### Signal wires on met4, run 1

Scale: 3 px per um. Supply wires on this layer in grey.
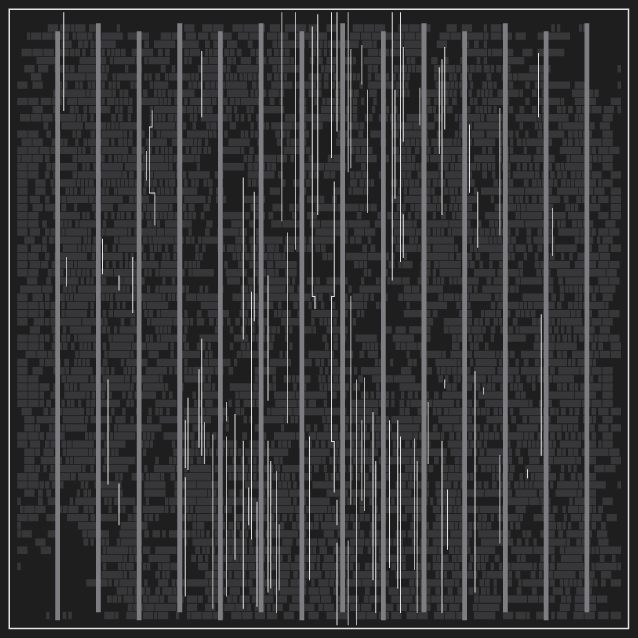
### Register map, names as in the netlist, run 1

Scale: 2 px per um. Other sequential cells in the stronger grey, the rest of the logic in the fainter grey.
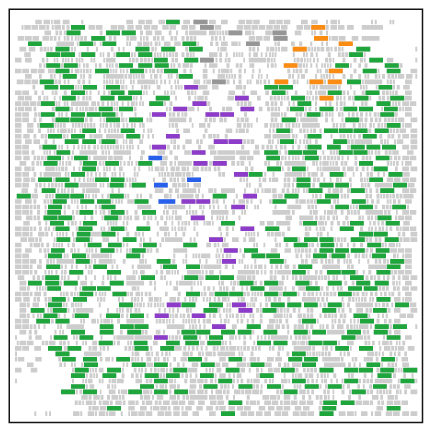
### Routed metal, one colour a layer, run 1

Scale: 2 px per um.
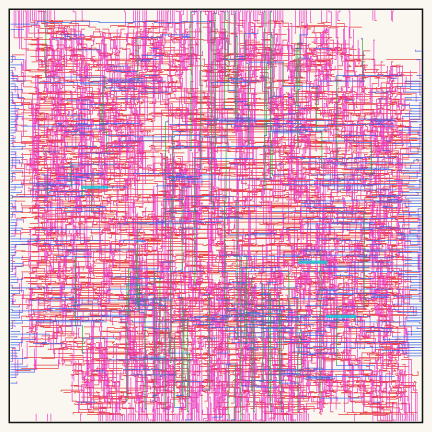
### Clock routing, run 1

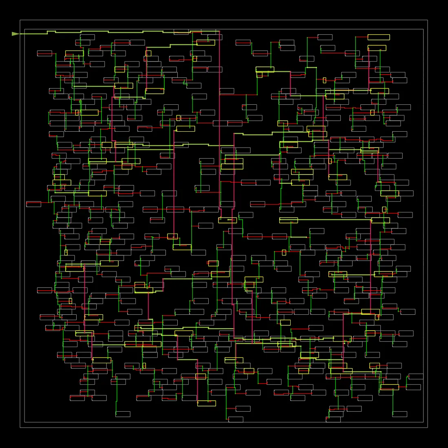
<file path="src/rtl/coeff_axi_writer.sv">
// coeff_axi_writer: loads a 5x5 signed 16-bit kernel into a coefficient slave
// through 13 single-beat AXI4-Lite writes, two coefficients per 32-bit word.
module coeff_axi_writer #(
    parameter logic [7:0]  BASE_ADDR      = 8'h00,
    parameter int unsigned TIMEOUT_CYCLES = 1024
) (
    input  logic         clk,
    input  logic         rst,
    input  logic         start_i,
    input  logic [399:0] kernel_i,
    output logic         busy_o,
    output logic         done_o,
    output logic         err_o,
    output logic [31:0]  m_axi_awaddr,
    output logic         m_axi_awvalid,
    input  logic         m_axi_awready,
    output logic [31:0]  m_axi_wdata,
    output logic [3:0]   m_axi_wstrb,
    output logic         m_axi_wvalid,
    input  logic         m_axi_wready,
    input  logic [1:0]   m_axi_bresp,
    input  logic         m_axi_bvalid,
    output logic         m_axi_bready
);

    localparam int unsigned NUM_COEF  = 25;
    localparam int unsigned NUM_WORDS = 13;
    localparam int unsigned KERN_W    = 16 * NUM_COEF;
    // Kernel padded to 16 words so every word slice is in range; the 26th
    // coefficient slot (upper half of the last word) reads as zero.
    localparam int unsigned PAD_W     = 512;
    localparam int unsigned CNT_W     = (TIMEOUT_CYCLES > 2) ? $clog2(TIMEOUT_CYCLES) : 1;
    localparam logic [3:0]       LAST_WORD = 4'(NUM_WORDS - 1);
    localparam logic [CNT_W-1:0] CNT_MAX   = CNT_W'(TIMEOUT_CYCLES - 1);

    typedef enum logic [1:0] {
        S_IDLE   = 2'd0,
        S_SEND   = 2'd1,
        S_RESP   = 2'd2,
        S_FINISH = 2'd3
    } state_t;

    state_t              r_state;
    logic [KERN_W-1:0]   r_kernel;
    logic [3:0]          r_k;
    logic [CNT_W-1:0]    r_cnt;
    logic                r_busy;
    logic                r_done;
    logic                r_err;
    logic                r_awvalid;
    logic                r_wvalid;
    logic                r_bready;
    logic [31:0]         r_awaddr;
    logic [31:0]         r_wdata;

    logic [PAD_W-1:0]    w_kern_pad;
    logic [3:0]          w_k_next;
    logic [31:0]         w_next_addr;
    logic [31:0]         w_next_data;
    logic                w_aw_ok;
    logic                w_w_ok;
    logic                w_timeout;

    // Address/data of the following word and per-channel completion this cycle
    assign w_kern_pad  = PAD_W'(r_kernel);
    assign w_k_next    = r_k + 4'd1;
    assign w_next_addr = 32'(BASE_ADDR) + 32'({w_k_next, 2'b00});
    assign w_next_data = w_kern_pad[{w_k_next, 5'd0} +: 32];
    assign w_aw_ok     = !r_awvalid || m_axi_awready;
    assign w_w_ok      = !r_wvalid  || m_axi_wready;
    assign w_timeout   = (r_cnt == CNT_MAX);

    assign busy_o        = r_busy;
    assign done_o        = r_done;
    assign err_o         = r_err;
    assign m_axi_awaddr  = r_awaddr;
    assign m_axi_awvalid = r_awvalid;
    assign m_axi_wdata   = r_wdata;
    assign m_axi_wstrb   = 4'hF;
    assign m_axi_wvalid  = r_wvalid;
    assign m_axi_bready  = r_bready;

    // Load sequencer: latch kernel, then one address/data/response per word
    always_ff @(posedge clk) begin
        if (!rst) begin
            r_state   <= S_IDLE;
            r_kernel  <= '0;
            r_k       <= 4'd0;
            r_cnt     <= '0;
            r_busy    <= 1'b0;
            r_done    <= 1'b0;
            r_err     <= 1'b0;
            r_awvalid <= 1'b0;
            r_wvalid  <= 1'b0;
            r_bready  <= 1'b0;
            r_awaddr  <= 32'd0;
            r_wdata   <= 32'd0;
        end else begin
            r_done <= 1'b0;
            case (r_state)
                S_IDLE: begin
                    if (start_i) begin
                        r_kernel  <= kernel_i;
                        r_k       <= 4'd0;
                        r_cnt     <= '0;
                        r_err     <= 1'b0;
                        r_busy    <= 1'b1;
                        r_awvalid <= 1'b1;
                        r_wvalid  <= 1'b1;
                        r_awaddr  <= 32'(BASE_ADDR);
                        r_wdata   <= kernel_i[31:0];
                        r_state   <= S_SEND;
                    end
                end
                S_SEND: begin
                    if (w_aw_ok && w_w_ok) begin
                        r_awvalid <= 1'b0;
                        r_wvalid  <= 1'b0;
                        r_bready  <= 1'b1;
                        r_cnt     <= '0;
                        r_state   <= S_RESP;
                    end else if (w_timeout) begin
                        r_awvalid <= 1'b0;
                        r_wvalid  <= 1'b0;
                        r_busy    <= 1'b0;
                        r_done    <= 1'b1;
                        r_err     <= 1'b1;
                        r_state   <= S_FINISH;
                    end else begin
                        r_awvalid <= !w_aw_ok;
                        r_wvalid  <= !w_w_ok;
                        r_cnt     <= r_cnt + CNT_W'(1);
                    end
                end
                S_RESP: begin
                    if (m_axi_bvalid && r_bready) begin
                        r_bready <= 1'b0;
                        if (m_axi_bresp != 2'b00) begin
                            r_busy  <= 1'b0;
                            r_done  <= 1'b1;
                            r_err   <= 1'b1;
                            r_state <= S_FINISH;
                        end else if (r_k == LAST_WORD) begin
                            r_busy  <= 1'b0;
                            r_done  <= 1'b1;
                            r_err   <= 1'b0;
                            r_state <= S_FINISH;
                        end else begin
                            r_k       <= w_k_next;
                            r_awaddr  <= w_next_addr;
                            r_wdata   <= w_next_data;
                            r_awvalid <= 1'b1;
                            r_wvalid  <= 1'b1;
                            r_cnt     <= '0;
                            r_state   <= S_SEND;
                        end
                    end else if (w_timeout) begin
                        r_bready <= 1'b0;
                        r_busy   <= 1'b0;
                        r_done   <= 1'b1;
                        r_err    <= 1'b1;
                        r_state  <= S_FINISH;
                    end else begin
                        r_cnt <= r_cnt + CNT_W'(1);
                    end
                end
                S_FINISH: begin
                    r_state <= S_IDLE;
                end
                default: begin
                    r_state <= S_IDLE;
                end
            endcase
        end
    end

endmodule

</file>
<file path="config.mk">
export PLATFORM = sky130hd
export DESIGN_NAME = coeff_axi_writer
export DESIGN_NICKNAME = d
export VERILOG_FILES = /design/src/rtl/coeff_axi_writer.sv
export SDC_FILE = /design/constraint.sdc
export NUM_CORES = 1
export LEC_CHECK = 0
export ABC_AREA = 1
export CORE_MARGIN = 2
export CORE_UTILIZATION = 51
export DETAILED_ROUTE_END_ITERATION = 10
export PLACE_DENSITY = 0.82
export SETUP_SLACK_MARGIN = 0.05
export SLEW_MARGIN = 40
export SYNTH_ARGS = -nofsm -noshare
export SYNTH_HDL_FRONTEND = slang
export SYNTH_SLANG_ARGS = --single-unit
export TNS_END_PERCENT = 20
</file>
<file path="constraint.sdc">
create_clock -name clk -period 2.7 [get_ports clk]
set_input_delay 0.405 -clock clk [delete_from_list [all_inputs] [get_ports clk]]
set_output_delay 0.405 -clock clk [all_outputs]
set_load 0.05 [all_outputs]
</file>
==> notes.md, run 1 <==
fresh numbers from the pnr run: sequential fraction of the synthesis area 43.7%, H-tree level count 2, ordered list of cells on the worst path clkdlybuf4s50_1, source of the worst register-to-register timing path m_axi_awaddr[2]$_SDFFE_PN0P_, met1 demand-to-capacity share in global routing 47.4%, Non-Clock Buffer Area Fraction 18.8%, Registers, synthesis 454, Combinational Area 9600 sq um, Post-Synth AOI/OAI Area 19.0%, Top delay family on crit path buffers and inverters, Slew @ Worst Pin 0.844 ns, Setup Viol. Count Final 0, Top cell area share 43.7%, via total after detailed routing 21,700, total placed cells including tap cells 3,867, status complete, no violations, total length of routed wires 74,700 um, logic share of the area 35.4%, area of the core region 40,000 sq um, Commonest Layout Cell sky130_fd_sc_hd__nand2_1, non-filler cells, final 3,959, group drawing the most power sequential cells, global-route total usage across every layer 34.2%, initial antenna violation count 11, y dimension of the die 206 um, max reg flops 400, net load switching power 7.05 mW
## Picture notes: 'Signal wires on met4'
The longest straight run is 89.9 um. The layer holds 4.2% of the routed length. The wires run mostly vertical. The layer carries 3,160 um of wire. 65 nets have wire on it.

## Picture notes: 'Register map, names as in the netlist'
Key: blue = m_axi_awaddr [sequential cells 4]; orange = r_cnt [sequential cells 10, where upper right]; green = r_kernel [sequential cells 400, where spread over the die]; purple = m_axi_wdata [sequential cells 32]
Another 8 sequential cells are not coloured.
Reg area: 9090 sq um
utilization after layout: 67.7%
sequential power: 7.85 mW
sequential fraction of total cell area: 33.6%

## Picture notes: 'Routed metal, one colour a layer'
Key: cyan = metal 5 [wire length 38.6 um]; red = metal 1 [wire length 32.0 mm]; magenta = metal 2 [wire length 32.7 mm]; green = metal 4 [wire length 3,160 um]; blue = metal 3 [wire length 6,840 um]

## Picture notes: 'Clock routing'
layout clock buffer count: 71
clock sink total: 454
total clock network power: 6.87 mW

==> run 2, diff against run 1 <==
--- a/config.mk
+++ b/config.mk
@@ -6,10 +6,11 @@
 export NUM_CORES = 1
 export LEC_CHECK = 0
 export ABC_AREA = 1
+export CAP_MARGIN = 40
 export CORE_MARGIN = 2
 export CORE_UTILIZATION = 51
 export DETAILED_ROUTE_END_ITERATION = 10
-export PLACE_DENSITY = 0.82
+export PLACE_DENSITY_LB_ADDON = 0.1
 export SETUP_SLACK_MARGIN = 0.05
 export SLEW_MARGIN = 40
 export SYNTH_ARGS = -nofsm -noshare
==> run 2 against run 1 <==
Against the previous run:
- register-to-register slack worse by 0.10 ns
- clock power is essentially flat
- clock-buffer cell count down 5
- critical endpoint is now m_axi_wdata[16]$_SDFFE_PN0P_
- largest power group unchanged
==> notes.md, run 2 <==
fresh numbers from the pnr run: status complete, no violations, global-route total usage across every layer 34.5% (+0.28 points), group drawing the most power sequential cells, max reg flops 400 (unchanged), total placed cells including tap cells 3,864 (-0.078%), Reg area 9090 sq um (unchanged), sequential power 7.88 mW (about the same), source of the worst register-to-register timing path m_axi_awaddr[2]$_SDFFE_PN0P_, sequential fraction of the synthesis area 43.7% (unchanged), Setup Viol. Count Final 0 (unchanged), initial antenna violation count 4 (-7), Area contributors post-synth sky130_fd_sc_hd__dfxtp_1 (44%), sky130_fd_sc_hd__nand2_1 (10%), sky130_fd_sc_hd__o21ai_0 (10%), sky130_fd_sc_hd__nor2_1 (8.6%), sky130_fd_sc_hd__a21oi_1 (6.8%), layout clock buffer count 66 (-7.0%), Registers, synthesis 454 (unchanged), kind of start point of the critical path register, net load switching power 7.12 mW (+0.99%), via total after detailed routing 21,600 (-0.75%), Top cell area share 43.7% (unchanged), Syn Inst Count 3,082, area of the core region 40,000 sq um (unchanged), Non-Clock Buffer Area Fraction 18.7% (-0.13 points), total length of routed wires 75,000 um (+0.41%), Post-Synth AOI/OAI Area 19.0% (unchanged), logic share of the area 35.5% (+0.10 points), clock sink total 454 (unchanged), met1 demand-to-capacity share in global routing 45.9% (-1.5 points), sequential fraction of total cell area 33.7% (+0.089 points), DR vias/cell 5.46, number of synthesized flops with an enable pin 0, Top delay family on crit path simple AND/OR/NAND/NOR gates, utilization after layout 67.5% (-0.18 points), arrival time reported for the critical path endpoint 2.89 ns, non-filler cells, final 3,951 (-0.20%), y dimension of the die 206 um (unchanged)
### Clock routing, run 2

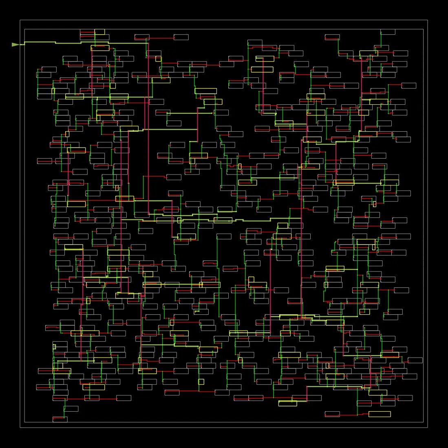
total clock network power: 6.88 mW
final clock skew: 0.0198 ns
cts bufs inserted: 48
insertion delay at the late pin of the worst-skew pair: 0.58 ns

### Routed metal, one colour a layer, run 2

Scale: 2 px per um.
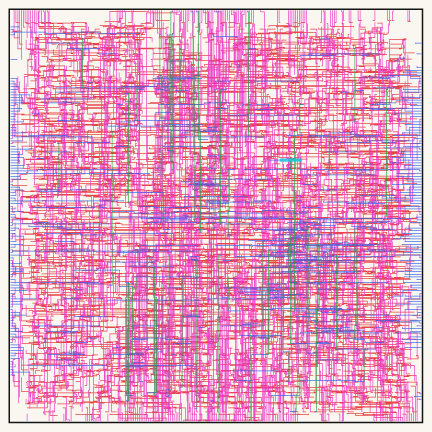
Key: blue = metal 3 [wire length 6,060 um]; magenta = metal 2 [wire length 34.3 mm]; green = metal 4 [wire length 3,430 um]; red = metal 1 [wire length 31.2 mm]; cyan = metal 5 [wire length 9.20 um]

Power and IR drop assume default switching activity.
